**src/rtl/pwm_audio_monitor_if.sv**
```systemverilog
// Record stream from the PWM duty-cycle monitor: first-word fall-through valid/ready.
// The monitor drives the master side; the consumer drives out_ready.
interface pwm_audio_monitor_if #(
    parameter int CH_W     = 1,
    parameter int SAMPLE_W = 9
);
    logic                out_valid;
    logic                out_ready;
    logic [CH_W-1:0]     out_ch;
    logic [SAMPLE_W-1:0] out_sample;

    modport master (
        output out_valid,
        output out_ch,
        output out_sample,
        input  out_ready
    );

    modport slave (
        input  out_valid,
        input  out_ch,
        input  out_sample,
        output out_ready
    );
endinterface

```
**src/rtl/pwm_audio_monitor.sv**
```systemverilog
// Multi-channel PWM duty-cycle monitor: counts high cycles per channel over fixed
// 2^WINDOW_LOG2-clock windows and queues one {channel, count} record per enabled channel.
module pwm_audio_monitor #(
    parameter int NUM_CH      = 2,
    parameter int WINDOW_LOG2 = 8,
    parameter int FIFO_DEPTH  = 16,
    parameter int CH_W        = (NUM_CH > 1) ? $clog2(NUM_CH) : 1,
    parameter int SAMPLE_W    = WINDOW_LOG2 + 1
) (
    input  logic              clk,
    input  logic              rst_n,
    input  logic              ena,
    input  logic [NUM_CH-1:0] pwm_in,
    input  logic [NUM_CH-1:0] ch_mask,
    input  logic              start,
    input  logic              stop,
    output logic              busy,
    output logic              overflow,
    pwm_audio_monitor_if.master out_if
);
    localparam int PTR_W = (FIFO_DEPTH > 1) ? $clog2(FIFO_DEPTH) : 1;
    localparam int CNT_W = PTR_W + 1;

    typedef enum logic {
        ST_IDLE,
        ST_MEASURE
    } state_t;

    state_t                  r_state;
    logic [WINDOW_LOG2-1:0]  r_cnt;
    logic [NUM_CH-1:0]       r_mask;
    logic [SAMPLE_W-1:0]     r_acc  [NUM_CH];
    logic [SAMPLE_W-1:0]     r_snap [NUM_CH];
    logic [NUM_CH-1:0]       r_pend;
    logic                    r_push_vld;
    logic [CH_W-1:0]         r_push_ch;
    logic [SAMPLE_W-1:0]     r_push_smp;
    logic [CH_W-1:0]         r_mem_ch  [FIFO_DEPTH];
    logic [SAMPLE_W-1:0]     r_mem_smp [FIFO_DEPTH];
    logic [PTR_W-1:0]        r_wr_ptr;
    logic [PTR_W-1:0]        r_rd_ptr;
    logic [CNT_W-1:0]        r_count;
    logic                    r_overflow;

    logic                    w_busy;
    logic                    w_accept_start;
    logic                    w_stop_now;
    logic                    w_count_en;
    logic                    w_win_end;
    logic [NUM_CH-1:0][SAMPLE_W-1:0] w_acc_inc;
    logic [NUM_CH-1:0]       w_low;
    logic [CH_W-1:0]         w_sel_idx;
    logic                    w_sel_hit;
    logic                    w_pop;
    logic                    w_full;
    logic                    w_push;
    logic                    w_drop;
    logic                    w_valid;

    // Pending serializer work keeps busy high even after stop returns the FSM to idle.
    assign w_busy         = (r_state == ST_MEASURE) || (|r_pend) || r_push_vld;
    assign w_accept_start = (r_state == ST_IDLE) && start && !w_busy;
    assign w_stop_now     = (r_state == ST_MEASURE) && stop;
    assign w_count_en     = (r_state == ST_MEASURE) && !stop && ena;
    assign w_win_end      = w_count_en && (&r_cnt);

    generate
        for (genvar gi = 0; gi < NUM_CH; gi++) begin : g_inc
            assign w_acc_inc[gi] = r_acc[gi] + SAMPLE_W'(pwm_in[gi]);
        end
    endgenerate

    always_ff @(posedge clk) begin
        if (!rst_n) begin
            r_state <= ST_IDLE;
            r_cnt   <= '0;
            r_mask  <= '0;
        end else begin
            case (r_state)
                ST_IDLE: begin
                    if (w_accept_start) begin
                        r_state <= ST_MEASURE;
                        r_mask  <= ch_mask;
                        r_cnt   <= '0;
                    end
                end
                ST_MEASURE: begin
                    if (stop) begin
                        r_state <= ST_IDLE;
                        r_cnt   <= '0;
                    end else if (ena) begin
                        r_cnt <= r_cnt + WINDOW_LOG2'(1);
                    end
                end
                default: r_state <= ST_IDLE;
            endcase
        end
    end

    // The window-end sample includes the current pwm level so all-high reads exactly 2^W.
    always_ff @(posedge clk) begin
        for (int i = 0; i < NUM_CH; i++) begin
            if (!rst_n) begin
                r_acc[i]  <= '0;
                r_snap[i] <= '0;
            end else if (w_accept_start || w_stop_now) begin
                r_acc[i] <= '0;
            end else if (w_win_end) begin
                r_snap[i] <= w_acc_inc[i];
                r_acc[i]  <= '0;
            end else if (w_count_en) begin
                r_acc[i] <= w_acc_inc[i];
            end
        end
    end

    assign w_low = r_pend & (~r_pend + NUM_CH'(1));

    always_comb begin
        w_sel_idx = '0;
        w_sel_hit = 1'b0;
        for (int i = NUM_CH - 1; i >= 0; i--) begin
            if (r_pend[i]) begin
                w_sel_idx = CH_W'(i);
                w_sel_hit = 1'b1;
            end
        end
    end

    // Serializer: one record per clock, lowest pending channel first.
    always_ff @(posedge clk) begin
        if (!rst_n) begin
            r_pend     <= '0;
            r_push_vld <= 1'b0;
            r_push_ch  <= '0;
            r_push_smp <= '0;
        end else begin
            r_push_vld <= w_sel_hit;
            if (w_sel_hit) begin
                r_push_ch  <= w_sel_idx;
                r_push_smp <= r_snap[w_sel_idx];
            end
            if (w_win_end) begin
                r_pend <= r_mask;
            end else begin
                r_pend <= r_pend & ~w_low;
            end
        end
    end

    assign w_valid = (r_count != '0);
    assign w_pop   = w_valid && out_if.out_ready;
    assign w_full  = (r_count == CNT_W'(FIFO_DEPTH));
    assign w_push  = r_push_vld && (!w_full || w_pop);
    assign w_drop  = r_push_vld && w_full && !w_pop;

    always_ff @(posedge clk) begin
        if (w_push) begin
            r_mem_ch[r_wr_ptr]  <= r_push_ch;
            r_mem_smp[r_wr_ptr] <= r_push_smp;
        end
    end

    always_ff @(posedge clk) begin
        if (!rst_n) begin
            r_wr_ptr <= '0;
            r_rd_ptr <= '0;
            r_count  <= '0;
        end else begin
            if (w_push) begin
                r_wr_ptr <= r_wr_ptr + PTR_W'(1);
            end
            if (w_pop) begin
                r_rd_ptr <= r_rd_ptr + PTR_W'(1);
            end
            case ({w_push, w_pop})
                2'b10:   r_count <= r_count + CNT_W'(1);
                2'b01:   r_count <= r_count - CNT_W'(1);
                default: r_count <= r_count;
            endcase
        end
    end

    // A dropped record can never coincide with an accepted start, since start needs an empty serializer.
    always_ff @(posedge clk) begin
        if (!rst_n) begin
            r_overflow <= 1'b0;
        end else if (w_accept_start) begin
            r_overflow <= 1'b0;
        end else if (w_drop) begin
            r_overflow <= 1'b1;
        end
    end

    assign out_if.out_valid  = w_valid;
    assign out_if.out_ch     = w_valid ? r_mem_ch[r_rd_ptr]  : '0;
    assign out_if.out_sample = w_valid ? r_mem_smp[r_rd_ptr] : '0;
    assign busy              = w_busy;
    assign overflow          = r_overflow;
endmodule
```
**src/flat_wrapper.sv**
```systemverilog
// flat-port wrapper written by rule: the top's interface ports become plain ports
module pwm_audio_monitor_flat 
#(
    parameter int NUM_CH      = 2,
    parameter int WINDOW_LOG2 = 8,
    parameter int FIFO_DEPTH  = 16,
    parameter int CH_W        = (NUM_CH > 1) ? $clog2(NUM_CH) : 1,
    parameter int SAMPLE_W    = WINDOW_LOG2 + 1
)
  (clk, rst_n, ena, pwm_in, ch_mask, start, stop, busy, overflow, out_if_out_valid, out_if_out_ch, out_if_out_sample, out_if_out_ready);
  pwm_audio_monitor_if #(.CH_W(CH_W), .SAMPLE_W(SAMPLE_W)) out_if_i ();
  input  logic clk;
  input  logic rst_n;
  input  logic ena;
  input  logic [NUM_CH-1:0] pwm_in;
  input  logic [NUM_CH-1:0] ch_mask;
  input  logic start;
  input  logic stop;
  output logic busy;
  output logic overflow;
  output wire logic [$bits(out_if_i.out_valid)-1:0] out_if_out_valid;
  output wire logic [$bits(out_if_i.out_ch)-1:0] out_if_out_ch;
  output wire logic [$bits(out_if_i.out_sample)-1:0] out_if_out_sample;
  input wire logic [$bits(out_if_i.out_ready)-1:0] out_if_out_ready;
  assign out_if_out_valid = out_if_i.out_valid;
  assign out_if_out_ch = out_if_i.out_ch;
  assign out_if_out_sample = out_if_i.out_sample;
  assign out_if_i.out_ready = out_if_out_ready;
  pwm_audio_monitor #(.NUM_CH(NUM_CH), .WINDOW_LOG2(WINDOW_LOG2), .FIFO_DEPTH(FIFO_DEPTH), .CH_W(CH_W), .SAMPLE_W(SAMPLE_W)) u_core (.clk(clk), .rst_n(rst_n), .ena(ena), .pwm_in(pwm_in), .ch_mask(ch_mask), .start(start), .stop(stop), .busy(busy), .overflow(overflow), .out_if(out_if_i));
endmodule
```
**config.mk**
```make
export PLATFORM = sky130hd
export DESIGN_NAME = pwm_audio_monitor_flat
export DESIGN_NICKNAME = d
export VERILOG_FILES = /design/src/rtl/pwm_audio_monitor_if.sv /design/src/rtl/pwm_audio_monitor.sv /design/src/flat_wrapper.sv
export SDC_FILE = /design/constraint.sdc
export NUM_CORES = 1
export LEC_CHECK = 0
export CAP_MARGIN = 20
export CORE_ASPECT_RATIO = 0.8
export CORE_UTILIZATION = 55
export CTS_CLUSTER_DIAMETER = 150
export DETAILED_ROUTE_END_ITERATION = 10
export GPL_ROUTABILITY_DRIVEN = 0
export GPL_TIMING_DRIVEN = 0
export PLACE_DENSITY = 0.75
export SYNTH_ARGS = -nofsm -noshare
export SYNTH_HDL_FRONTEND = slang
export SYNTH_SLANG_ARGS = --single-unit
```
**constraint.sdc**
```tcl
create_clock -name clk -period 2.6 [get_ports clk]
set_clock_uncertainty 0.05 [all_clocks]
set_input_delay 0.39 -clock clk [delete_from_list [all_inputs] [get_ports clk]]
set_output_delay 0.39 -clock clk [all_outputs]
set_load 0.01 [all_outputs]
```
run_1/registers.png
Scale: 3 px per micron. Other sequential cells in the stronger gray, the rest of the logic in the fainter gray.
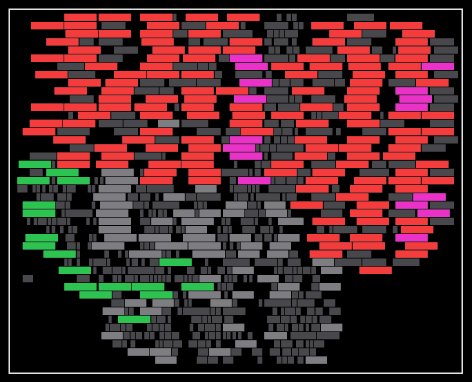
legend:
  `u_core.r_mem_smp`:
    color: red
    placed_flops: 144
  `u_core.r_acc`:
    color: green
    placed_flops: 18
  `u_core.r_mem_ch`:
    color: magenta
    placed_flops: 16
Flop+latch power: 4.23 mW
flop share of the area: 59.0%
FF/Latch Area: 6730 sq um

run_1/met4.png
Scale: 3 px per micron. Supply wires on this layer in gray.
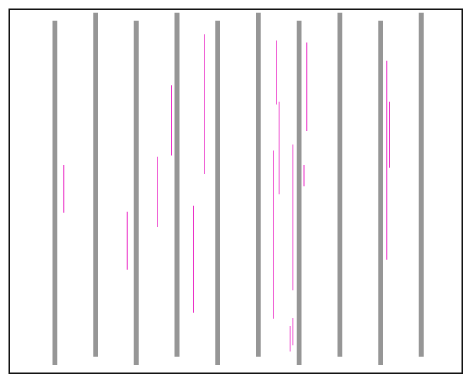
wire length on this layer: 459 microns
share of all routed wire: 2.3%
nets with wire on the layer: 10
longest straight run: 66.0 microns
main direction: vertical
total wire length: 19800 microns
vias: 5522

run_1/met1.png
Scale: 4 px per micron. Supply wires on this layer in gray. Cells faint in the background.
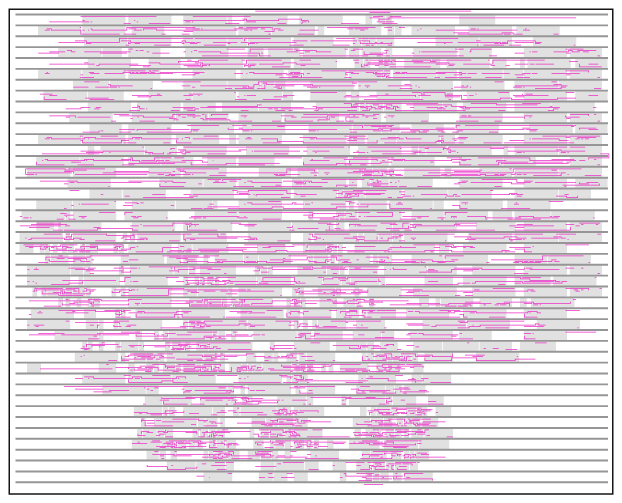
wire length on this layer: 8700 microns
share of all routed wire: 44%
longest straight run: 53.8 microns
routing usage on met1: 30.7%

run_1/final_congestion.png
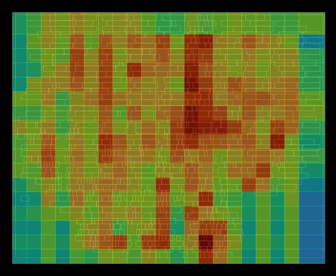
met2 Usage GRT: 37.3%
Total GRT Usage: 22.4%
WL/cell: 21.5 microns
layer with the highest usage: met2
M3 GR Usage: 3.28%

==> ci_impl_report.md, run 1 <==
### Yosys + OpenROAD results

| Metric | Value |
|---|---|
| Outcome | finished, violations left |
| Failing checks | negative setup slack |
| Yosys chip area | 9700 sq um |
| Fmax | 0.377 GHz |
| CTS tree | yes |
| Pre-Repair DR Iteration Count | 5 |
| Top cell excl fill/tap | edfxtp_1 |
| Endpoints failing setup | 7 |
| Routed met1 length | 8700 microns |
| Starting Density | 56.0% |
| Area grow syn2layout | 17.6% |
| Chip Area | 18200 sq um |
| Synth warnings | 0 |
| Fin cells | 921 |
| Antenna Cells | 0 |
| Vias per cell | 6.00 |
| Count of library flops with an enable pin | 196 |
| CP required | 2160 ps |
| PortBufs | 21 |
| Crit path largest cell delay | 490 ps |
| Adder-Cell Fraction of Synth Area | 1.42% |
| Num CTS Buffers | 24 |
| Worst rel slew slack | 34.3% |
| Post-synth ARST share | 0% |
| Leak | 3.75 nW |
| Met3 WL | 986 microns |
| Arrival time at the worst endpoint | 2220 ps |
| Critical path's slowest cell | mux4_2 |
| Synth logic family | multiplexers |
| Final tally of hold violations | 0 |
| Combinational power share | 19.0% |
| Final min period | 2660 ps |
| Internal power | 7.09 mW |
| Mux share | 12.9% |
| Setup TNS Final | -190 ps |
| NetSw | 2.27 mW |
| Worst Tran Pin Value | 981 ps |
| CTS clk-pin slew, worst paths | 60 ps |
| Worst hold slack | 165 ps |
| Simple share | 8.61% |
| Die height | 121 microns |
| Top layer in use | met4 |
| XOR Share, Synth | 2.08% |
| Clock share of power | 35.8% |
| DP Worst Slack | -462 ps |
| WL met2 | 9670 microns |
| Total power | 9.36 mW |
| Row cnt | 43 |
| Die width | 151 microns |
| Reg2Reg Capture Point | u_core.r_count[4] |
| Commonest flop | edfxtp_1 |
| Slew Limit Fails | 0 |
| Nets | 699 |
| Worst VDD drop | 626 uV |
| Ao+oa area frac | 3.97% |
| Worst setup path end | out_if_out_sample[4] |
| Hold path start | rst_n |
| Placed cell area | 10200 sq um |
| Post-Syn Nets | 639 |
| Post-DP HPWL | 11900 microns |
| Final Cell Area | 11400 sq um |
| Placed Cells incl. Taps | 864 |
| Post-Syn Instances | 618 |
| Min-Delay Path Class | in2reg |
| Setup crit start kind | flop |
| Core area | 17300 sq um |
| IO Count | 23 |
| Registers, synthesis | 238 |
| Total grt overflow | 0 |
| Yosys Instances | 618 |
| Late-Pin Clk Latency | 500 ps |
| CTS root buffer | clkbuf_16 |
| Fin worst setup slack | -56.0 ps |
| Most frequent cells in the layout | edfxtp_1 (196), nor2_1 (80), mux4_2 (40), dfxtp_1 (40), clkbuf_16 (25) |
| Power Dens Cells | 821 nW/um^2 |
| Post-route core utilization | 65.9% |
| CTS sink count | 238 |
| First-pass GRT wire length | 30200 microns |
| Register area share after synthesis | 69.3% |
| RSZ-0062 raised after global routing | yes |
| Critical path endpoint category | output port |
| Worst R2R Start | u_core.r_count[1] |
| Cell Chain, Critical Path | buf_12, buf_16, buf_6, mux4_2, mux2i_2, o22ai_1, buf_2 |
| Tcrit/Tclk final | 102% |
| Worst reg2reg path depth | 10 |
| Crit Path Max Fanout | 6 |
| Vias in the first global route | 5535 |
| Largest net degree at the start of global routing | 19 |
| Max Cap Viol | 0 |
| Hold Path Depth | 3 |
| Clk buf depth | 3 |
| Tool warnings | 32 |
| Unique cell types | 46 |
| H-tree depth | 1 |
| Routed Antenna Nets | 0 |
| Iteration-0 DRC Markers | 483 |
| Switching Share | 24.2% |
| Hold-critical path endpoint | u_core.overflow |
| Flop2flop setup slack | 50 ps |
| Mean Syn Cell Area | 15.7 sq um |
| DRC violations left | 0 |
| Initial antenna violation count | 0 |
| Cell area after synthesis | 9700 sq um |
| Sequential share of power | 45.2% |
| Setup CP Type | reg2out |
| Layout cell share with drive strength beyond 1 | 23.9% |
[run 1: kinds of logic after synthesis]
group           Yosys count
xor+xnor                 23
fa+ha+maj                11
mux                      75
buf+inv                  37
simple gates            176
compound gates           58
flops                   238
[run 1: state kept, by name (all words and copies together), names as in the netlist, 2 cells and up, named ones only]
name	cells
u_core.r_rd_ptr	4
u_core.r_push_smp	9
u_core.r_acc	18
u_core.r_mem_smp	144
u_core.r_mask	2
u_core.r_mem_ch	16
u_core.r_snap	18
u_core.r_pend	2
u_core.r_cnt	8
u_core.r_count	5
u_core.r_wr_ptr	4
[run 1: area by class of cell]
| type | count | area, sq um |
|---|---|---|
| Clock inverter | 9 | 76.3 |
| Timing Repair Buffer | 36 | 353 |
| Clock buffer | 35 | 703 |
| Fill cell | 1155 | 5920 |
| Inverter | 10 | 37.5 |
| Multi-Input combinational cell | 343 | 3030 |
| Sequential cell | 238 | 6730 |
| Tap cell | 225 | 282 |
| Buffer | 25 | 194 |
[run 1: cell usage after synthesis, types with 2 or more instances]
| master | number | area share (%) |
|---|---|---|
| nor2_1 | 87 | 3.4 |
| o22ai_1 | 10 | 0.64 |
| o211ai_1 | 4 | 0.31 |
| o21a_1 | 4 | 0.31 |
| nand2_1 | 25 | 0.97 |
| and3_1 | 4 | 0.26 |
| buf_2 | 8 | 0.41 |
| nor2b_1 | 3 | 0.19 |
| nand3b_1 | 2 | 0.15 |
| a22oi_1 | 2 | 0.15 |
| xnor2_1 | 10 | 0.90 |
| and4_1 | 2 | 0.18 |
| mux2i_1 | 34 | 3.5 |
| nand3_1 | 14 | 0.72 |
| or3_1 | 4 | 0.26 |
| buf_6 | 2 | 0.23 |
| ha_1 | 11 | 1.4 |
| nor4b_1 | 2 | 0.18 |
| mux4_2 | 40 | 9.3 |
| o21ai_0 | 5 | 0.26 |
| nand4_1 | 4 | 0.26 |
| xor2_1 | 13 | 1.2 |
| clkbuf_1 | 15 | 0.58 |
| a21oi_1 | 23 | 1.2 |
| nand2b_1 | 10 | 0.64 |
| edfxtp_1 | 196 | 61 |
| nor3_1 | 14 | 0.72 |
| inv_1 | 9 | 0.35 |
| dfxtp_1 | 42 | 8.7 |
| buf_1 | 2 | 0.077 |
| nor4_4 | 2 | 0.44 |
[run 1: worst max-delay path, delay by kind of cell, from the launching register on]
| family | cells | cell delay, ps |
|---|---|---|
| mux | 2 | 700 |
| buf+inv | 4 | 510 |
| compound gates | 1 | 130 |
| flops | 1 | 370 |
[run 1: power groups by stage]
stage | clock [mW] | combinational, mW | sequential (mW)
2_1_floorplan | 0 | 0.954 | 4.28
6_report | 3.35 | 1.78 | 4.23
5_1_grt | 3.54 | 1.88 | 4.24
3_3_place_gp | 0 | 1.33 | 4.29
3_5_place_dp | 0 | 1.36 | 4.29
4_1_cts | 3.38 | 1.79 | 4.23
[run 1: layer usage]
metal	up-vias	track usage, %
li1	2480	-
met1	2816	30.7
met2	188	37.3
met3	38	3.28
met4	0	6.82
met5	-	0
[run 1: repair_timing]
item	4_1_cts	5_1_grt
pin swaps	9	7
hold buffers	0	0
endpoints found under the setup margin	11	51
gates resized	98	17
endpoints found under the hold margin	0	0
gates cloned	4	0
setup buffers	7	3
run_1/metal_stack.png
Scale: 3 px per micron. Only two layers are drawn.
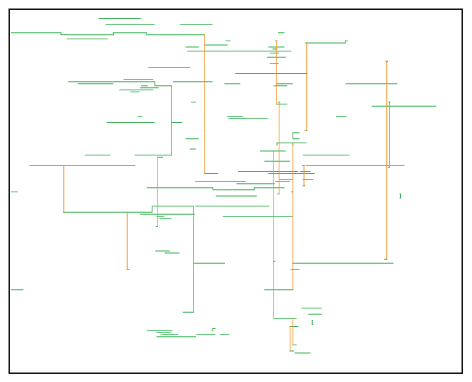

==> run 1 -> run 2 <==
--- a/config.mk
+++ b/config.mk
@@ -5,14 +5,14 @@
 export SDC_FILE = /design/constraint.sdc
 export NUM_CORES = 1
 export LEC_CHECK = 0
+export ABC_AREA = 1
 export CAP_MARGIN = 20
 export CORE_ASPECT_RATIO = 0.8
-export CORE_UTILIZATION = 55
+export CORE_UTILIZATION = 40
 export CTS_CLUSTER_DIAMETER = 150
 export DETAILED_ROUTE_END_ITERATION = 10
 export GPL_ROUTABILITY_DRIVEN = 0
 export GPL_TIMING_DRIVEN = 0
-export PLACE_DENSITY = 0.75
 export SYNTH_ARGS = -nofsm -noshare
 export SYNTH_HDL_FRONTEND = slang
 export SYNTH_SLANG_ARGS = --single-unit
run_2/metal_stack.png
Scale: 3 px per micron. Only two layers are drawn.
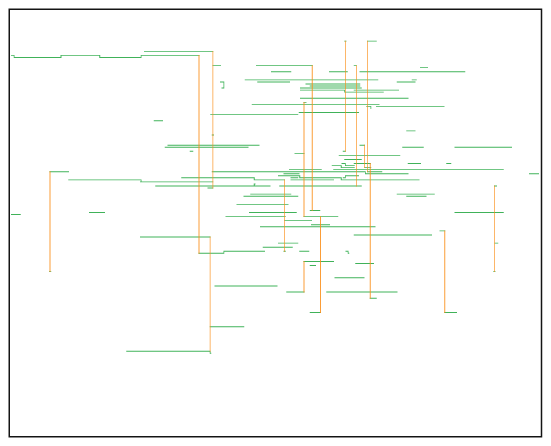
legend:
  met4:
    color: orange
    wire_length: 564 microns
  met3:
    color: green
    wire_length: 1420 microns
vias: 6528
Total GRT Usage: 19.1%
WL/cell: 19.1 microns
total wire length: 23500 microns

run_2/registers.png
Scale: 3 px per micron. Other sequential cells in the stronger gray, the rest of the logic in the fainter gray.
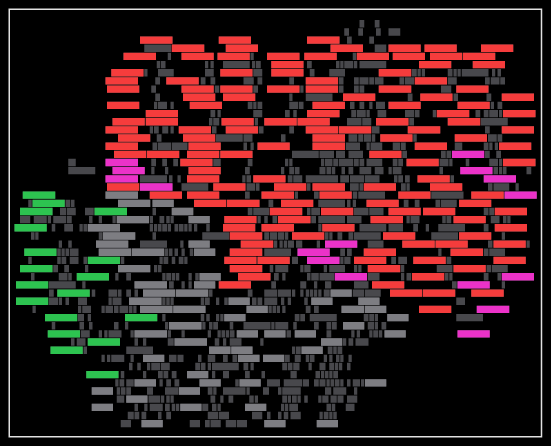
legend:
  `u_core.r_mem_smp`:
    color: red
    placed_flops: 144
  `u_core.r_mem_ch`:
    color: magenta
    placed_flops: 16
  `u_core.r_acc`:
    color: green
    placed_flops: 18
not colored: 60
flop share of the area: 58.3%
Flop+latch power: 4.29 mW

==> ci_impl_report.md, run 2 <==
### Yosys + OpenROAD results

| Metric | Value |
|---|---|
| XOR Share, Synth | 1.61% |
| Die height | 142 microns |
| Mux share | 0% |
| Failing checks | negative setup slack |
| Layout cell share with drive strength beyond 1 | 15.8% |
| Register area share after synthesis | 68.7% |
| CTS root buffer | clkbuf_16 |
| DRC violations left | 0 |
| Tool warnings | 31 |
| Nets | 923 |
| Row cnt | 50 |
| Post-synth ARST share | 0% |
| Post-DP HPWL | 15200 microns |
| Mean Syn Cell Area | 11.5 sq um |
| Die width | 177 microns |
| Vias in the first global route | 6345 |
| Fin worst setup slack | -19.6 ps |
| Synth logic family | simple AND/OR/NAND/NOR gates |
| Starting Density | 41.3% |
| Biggest area cells | edfxtp_1 (60%), dfxtp_1 (8.6%), nor2_1 (5.9%), o21ai_0 (4.9%), o221ai_1 (3.0%) |
| Post-Syn Instances | 852 |
| Tcrit/Tclk final | 101% |
| Most frequent cells in the layout | edfxtp_1 (196), nor2_1 (147), o21ai_0 (91) |
| First-pass GRT wire length | 36100 microns |
| CTS sink count | 238 |
| Top Registers | u_core.r_mem_smp: 144 flops, u_core.r_acc: 18 flops, u_core.r_snap: 18 flops |
| FF/Latch Area | 6730 sq um |
| Most frequent cell after synthesis | edfxtp_1 |
| Fmax | 0.382 GHz |
| Slew Limit Fails | 0 |
| CP required | 2160 ps |
| CTS clk-pin slew, worst paths | 60 ps |
| Total grt overflow | 0 |
| Cts hold-fix bufs | 0 |
| Combinational power share | 28.6% |
| Critical path endpoint category | output port |
| NetSw | 3.45 mW |
| Late-Pin Clk Latency | 510 ps |
| CTS tree | yes |
| Antenna Cells | 0 |
| Worst Tran Pin Value | 1030 ps |
| Registers, synthesis | 238 |
| Register with the most flip-flops | u_core.r_mem_smp |
| Outcome | finished, violations left |
| PortBufs | 20 |
| Placed cell area | 10400 sq um |
| Ao+oa area frac | 10.5% |
| Leak | 4.30 nW |
| Top cell excl fill/tap | edfxtp_1 |
| Min-Delay Path Class | in2reg |
| Pre-Repair DR Iteration Count | 5 |
| Final Cell Area | 11500 sq um |
| Crit Path Max Fanout | 10 |
| Clk buf depth | 3 |
| Num CTS Buffers | 25 |
| Iteration-0 DRC Markers | 653 |
| Setup CP Type | reg2out |
| Worst rel slew slack | 31.3% |
| Max FFs per register | 144 |
| Commonest flop | edfxtp_1 |
| Yosys chip area | 9790 sq um |
| Clock share of power | 31.5% |
| Chip Area | 25100 sq um |
| Yosys Instances | 852 |
| Setup crit start kind | flop |
| Switching Share | 32.1% |
| Cell area after synthesis | 9790 sq um |
| Vias per cell | 5.30 |
| Post-route core utilization | 48.7% |
| Simple share | 13.8% |
| Initial antenna violation count | 0 |
| Final tally of hold violations | 0 |
| Dominant cell type by area after synthesis | edfxtp_1 |
| Adder-Cell Fraction of Synth Area | 1.41% |
| IO Count | 23 |
| RSZ-0062 raised after global routing | yes |
| Synth warnings | 0 |
| Gate Area | 2810 sq um |
| Unique cell types | 35 |
| Internal power | 7.30 mW |
| Arrival time at the worst endpoint | 2180 ps |
| Routed Antenna Nets | 0 |
| Count of library flops with an enable pin | 196 |
| Largest net degree at the start of global routing | 19 |
| Endpoints failing setup | 1 |
| # fillers | 2086 |
| Final min period | 2620 ps |
| H-tree depth | 1 |
| Max-area cell share | 60.1% |
| Worst VDD drop | 406 uV |
| Sequential share of power | 39.9% |
| Core area | 23700 sq um |
| Post-Syn Nets | 873 |
| Top cells by count, synth | edfxtp_1 (196), nor2_1 (155), o21ai_0 (96) |
| Area grow syn2layout | 17.8% |
| Max Cap Viol | 0 |
| Power Dens Cells | 932 nW/um^2 |
run_2/met4.png
Scale: 3 px per micron. Supply wires on this layer in gray.
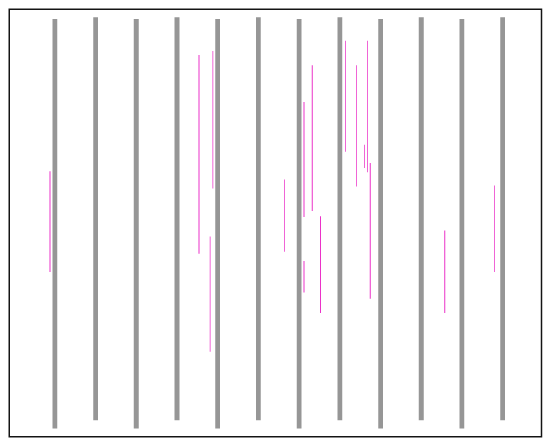
main direction: vertical
longest straight run: 66.0 microns
share of all routed wire: 2.4%

[run 2: cell count changes in the layout (fill, tap and decap cells not counted), sizes merged, moves of 9 or more]
cell,delta
inv,+51
nand3,+34
o21ai,+95
nand2,+55
mux4,-40
mux2i,-34
nor3,-9
nand2b,-10
nor2,+74
buf,-15
o221ai,+34
[run 2: power by group through the flow]
stage	combinational (mW)	clock (mW)	sequential, mW
2_1_floorplan	1.61	0	4.33
3_3_place_gp	2.67	0	4.36
3_5_place_dp	2.69	0	4.36
4_1_cts	2.95	3.44	4.29
5_1_grt	3.33	3.59	4.30
6_report	3.08	3.39	4.29
[run 2: kinds of logic after synthesis]
family	after synthesis
fa+ha+maj	11
compound gates	175
simple gates	309
xor+xnor	18
flops	238
buf+inv	101
[run 2: metal layers]
metal / share of wire (%) / global-route usage (%) / wire [microns] / vias up
met5: 0 / 0 / 0 / -
met4: 2.4 / 5.85 / 563 / 0
met3: 6.0 / 3.02 / 1420 / 38
met2: 45 / 29.9 / 10600 / 179
met1: 47 / 27.2 / 11000 / 3182
li1: - / - / - / 3129
[run 2: worst max-delay path: stages (launching register included)]
cell	delay [ps]
dfxtp_1	300
buf_6	150
inv_8	120
buf_8	150
nor2_1	50
o22ai_1	150
nor2_1	70
nor2_1	130
o21ai_1	130
a21oi_2	170
clkdlybuf4s15_2	240
[run 2: stage by stage]
step | instances | setup WS [ps] | TNS, ps | hold slack, ps | total power [mW]
after CTS | 1228 | -4.77 | -4.77 | 170 | 10.7
final | 1231 | -19.6 | -19.6 | 179 | 10.8
after detailed placement | 1185 | -346 | -3390 | 390 | 7.05
after global routing | 1231 | -82.4 | -424 | 206 | 11.2
after global placement | 1184 | -287 | -2510 | 390 | 7.03
after floorplan | 852 | 618 | 0 | 372 | 5.94
[run 2: final timing paths]
check	slack, ps	cells past startpoint	startpoint	endpoint
min	180	3	rst_n	u_core.r_mask[1]
max	-20	10	flop	out_if_out_sample[5]
min reg2reg	400	2	u_core.overflow	u_core.overflow
max reg2reg	160	4	u_core.r_count[0]	u_core.r_mem_smp[8][3]
[run 2: what timing repair did]
action                                  CTS  global route
pin swaps                                18            15
cloned                                    0             1
endpoints found under the setup margin   29            51
buffers inserted                          0             0
gates resized                           124            29
[run 2: cell type report]
type	instances	share of cell area, %
tap	312	3.38
buffer	37	3.31
clock inverter	17	1.21
sequential	238	58.3
timing repair buffer	25	1.89
multi-input combinational	513	24.3
inverter	62	2.09
clock buffer	27	5.49
run_2/final_congestion.png
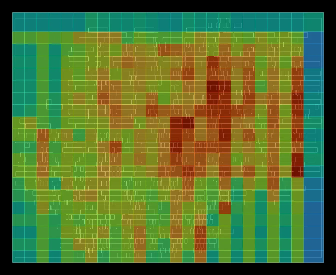

==> run 2 -> run 3 <==
--- a/config.mk
+++ b/config.mk
@@ -5,14 +5,13 @@
 export SDC_FILE = /design/constraint.sdc
 export NUM_CORES = 1
 export LEC_CHECK = 0
-export ABC_AREA = 1
 export CAP_MARGIN = 20
 export CORE_ASPECT_RATIO = 0.8
 export CORE_UTILIZATION = 40
 export CTS_CLUSTER_DIAMETER = 150
 export DETAILED_ROUTE_END_ITERATION = 10
 export GPL_ROUTABILITY_DRIVEN = 0
-export GPL_TIMING_DRIVEN = 0
+export GPL_TIMING_DRIVEN = 1
 export SYNTH_ARGS = -nofsm -noshare
 export SYNTH_HDL_FRONTEND = slang
 export SYNTH_SLANG_ARGS = --single-unit
run_3/final_congestion.png
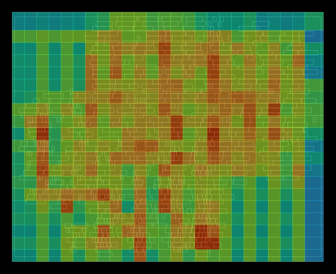
post-route core utilization: 48.8%
M3 GR Usage: 2.63%

run_3/metal_stack.png
Scale: 3 px per micron. Only two layers are drawn.
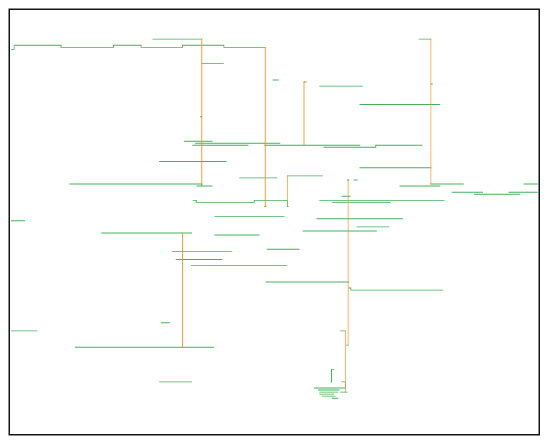
Total GRT Usage: 16.5%
total wire length: 19800 microns
WL/cell: 19.5 microns
vias: 5307

==> ci_impl_report.md, run 3 <==
### Yosys + OpenROAD results

| Metric | Value |
|---|---|
| DRC violations left | 0 |
| Synth warnings | 0 |
| Final min period | 2630 ps |
| Total grt overflow | 0 |
| Commonest flop | edfxtp_1 |
| Unique cell types | 46 |
| WL met2 | 9770 microns |
| Max Cap Viol | 0 |
| Met3 WL | 950 microns |
| Post-synth ARST share | 0% |
| Largest delay contributor family on the critical path | multiplexers |
| Power Dens Cells | 805 nW/um^2 |
| Die height | 141 microns |
| Register area share after synthesis | 69.3% |
| Nets | 705 |
| Placed Cells incl. Taps | 960 |
| Min-Delay Path Class | in2reg |
| Fin cells | 1014 |
| Chip Area | 24900 sq um |
| Post-DP HPWL | 12200 microns |
| Antenna Cells | 0 |
| Biggest area cells | edfxtp_1 (61%), mux4_2 (9.3%), dfxtp_1 (8.7%), mux2i_1 (3.5%), nor2_1 (3.4%) |
| Top cell excl fill/tap | edfxtp_1 |
| Pre-Repair DR Iteration Count | 4 |
| Vias in the first global route | 5543 |
| Outcome | finished, violations left |
| Starting Density | 41.1% |
| Most frequent cell after synthesis | edfxtp_1 |
| Max FFs per register | 144 |
| Clk buf depth | 3 |
| Row cnt | 50 |
| CTS clk-pin slew, worst paths | 60 ps |
| Final Cell Area | 11500 sq um |
| Fmax | 0.380 GHz |
| Largest net degree at the start of global routing | 41 |
| Registers, synthesis | 238 |
| Layout cell share with drive strength beyond 1 | 22.2% |
| Endpoints failing setup | 3 |
| Routed Antenna Nets | 0 |
| Gate Area | 2910 sq um |
| CTS sink count | 238 |
| Worst rel slew slack | 30.6% |
| Routed met1 length | 8800 microns |
| FF/Latch Area | 6730 sq um |
| CP required | 2160 ps |
| Late-Pin Clk Latency | 510 ps |
| Critical path's slowest cell | mux4_2 |
| CTS root buffer | clkbuf_16 |
| Max-area cell share | 60.7% |
| Fin worst setup slack | -30.3 ps |
| Tool warnings | 31 |
| CTS tree | yes |
| Final tally of hold violations | 0 |
| Top cells by count, synth | edfxtp_1 (196), nor2_1 (87), dfxtp_1 (42) |
| Setup CP Type | reg2out |
| Critical path buffers and inverters | 3 |
| RSZ-0062 raised after global routing | yes |
| Cell area after synthesis | 9700 sq um |
| # fillers | 1923 |
| Top layer in use | met4 |
| Initial antenna violation count | 0 |
| Tcrit/Tclk final | 101% |
| Cell Chain, Critical Path | buf_12, buf_12, mux4_2, mux2i_4, o22ai_1, buf_2 |
| Post-Syn Nets | 639 |
| Yosys chip area | 9700 sq um |
| Failing checks | negative setup slack |
| First-pass GRT wire length | 31400 microns |
| Leak | 3.78 nW |
| Top Registers | u_core.r_mem_smp: 144 flops, u_core.r_acc: 18 flops, u_core.r_snap: 18 flops |
| Setup crit start kind | flop |
| Mean Syn Cell Area | 15.7 sq um |
| Most frequent cells in the layout | edfxtp_1 (196), nor2_1 (87), dfxtp_1 (41) |
| Slew Limit Fails | 0 |
| Register with the most flip-flops | u_core.r_mem_smp |
| Iteration-0 DRC Markers | 479 |
| H-tree depth | 1 |
| Worst VDD drop | 433 uV |
| Crit path largest cell delay | 520 ps |
| IO Count | 23 |
| Arrival time at the worst endpoint | 2190 ps |
| Core area | 23600 sq um |
| PortBufs | 22 |
| Yosys Instances | 618 |
| Worst Tran Pin Value | 1040 ps |
| Crit Path Max Fanout | 8 |
| Vias per cell | 5.23 |
| Post-Syn Instances | 618 |
| Critical path endpoint category | output port |
| Most frequent CP cell | buf_12 |
| Area grow syn2layout | 18.6% |
| Num CTS Buffers | 24 |
| Dominant cell type by area after synthesis | edfxtp_1 |
| Count of library flops with an enable pin | 196 |
| Die width | 176 microns |
| Placed cell area | 10500 sq um |
run_3/registers.png
Scale: 3 px per micron. Other sequential cells in the stronger gray, the rest of the logic in the fainter gray.
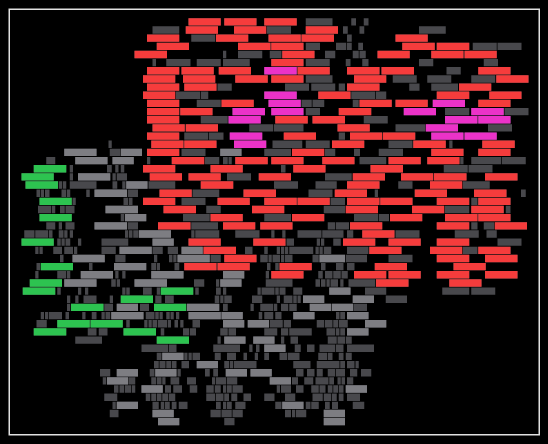
Flop+latch power: 4.25 mW
flop share of the area: 58.5%

==> run 3: path summary, 6_finish.rpt <==
check             depth (start not counted)           startpoint  slack, ps              endpoint
hold reg to reg                           2  u_core.r_snap[0][1]        430  u_core.r_push_smp[1]
setup reg to reg                          8    u_core.r_count[0]        170     u_core.r_count[4]
hold / removal                            3           ch_mask[1]        430      u_core.r_mask[1]
setup / recovery                          6                 flop        -30  out_if_out_sample[2]
==> run 3: routing by layer <==
layer,vias up,track usage [%]
met3,21,2.63
li1,2491,-
met4,0,3.07
met5,-,0
met2,114,28.2
met1,2681,22.6
==> run 3: final cells by class <==
class,instances,area share (%)
clock buffer,41,6.48
tap,312,3.39
timing repair buffer,67,5.94
multi-input combinational,343,25.3
clock inverter,3,0.130
sequential,238,58.5
inverter,10,0.326
==> run 3: through the flow <==
step | setup slack, ps | total power [mW] | hold slack, ps | setup TNS (ps)
after floorplan | 134 | 5.23 | 382 | 0
after global placement | 16.9 | 5.72 | 399 | 0
after detailed placement | -52.8 | 5.74 | 414 | -52.8
after CTS | -76.0 | 9.34 | 410 | -327
after global routing | -105 | 9.61 | 408 | -547
final | -30.3 | 9.26 | 427 | -82.8
==> run 3: cells by family (layout without fill, tap and decap cells) <==
family	count (synthesis)	after routing	synth area share, %
adders and majority gates	11	11	1.42
xor gates and xnor gates	23	23	2.08
AOI/OAI and AO/OA	58	58	3.97
DFF	238	238	69.3
buffers and inverters	37	121	1.69
muxes	75	75	12.9
and+or+nand+nor	176	176	8.61
==> run 3: repair_timing <==
item                       in CTS  in global routing
pin swaps                       1                  3
hold endpoints to repair        0                  0
setup endpoints to repair      10                 13
gates resized                  59                  6
setup buffers                   6                  0
hold buffers                    0                  0
gates cloned                    4                  0
==> run 3: power by group <==
group          switching (mW)  internal, mW  total, mW
combinational           0.748         0.976       1.72
sequential             0.0949          4.15       4.25
clock                    1.35          1.94       3.29
==> run 3: worst register-to-register path, stage by stage (launching register included) <==
cell and delay, ps:
dfxtp_1 420, or4_4 600, o21ai_4 150, xnor2_1 80, ha_1 220, nor4b_2 280
nand2_1 90, a221oi_1 360, a211oi_2 70
No activity file was given, so power comes from the tool's default toggle rates.
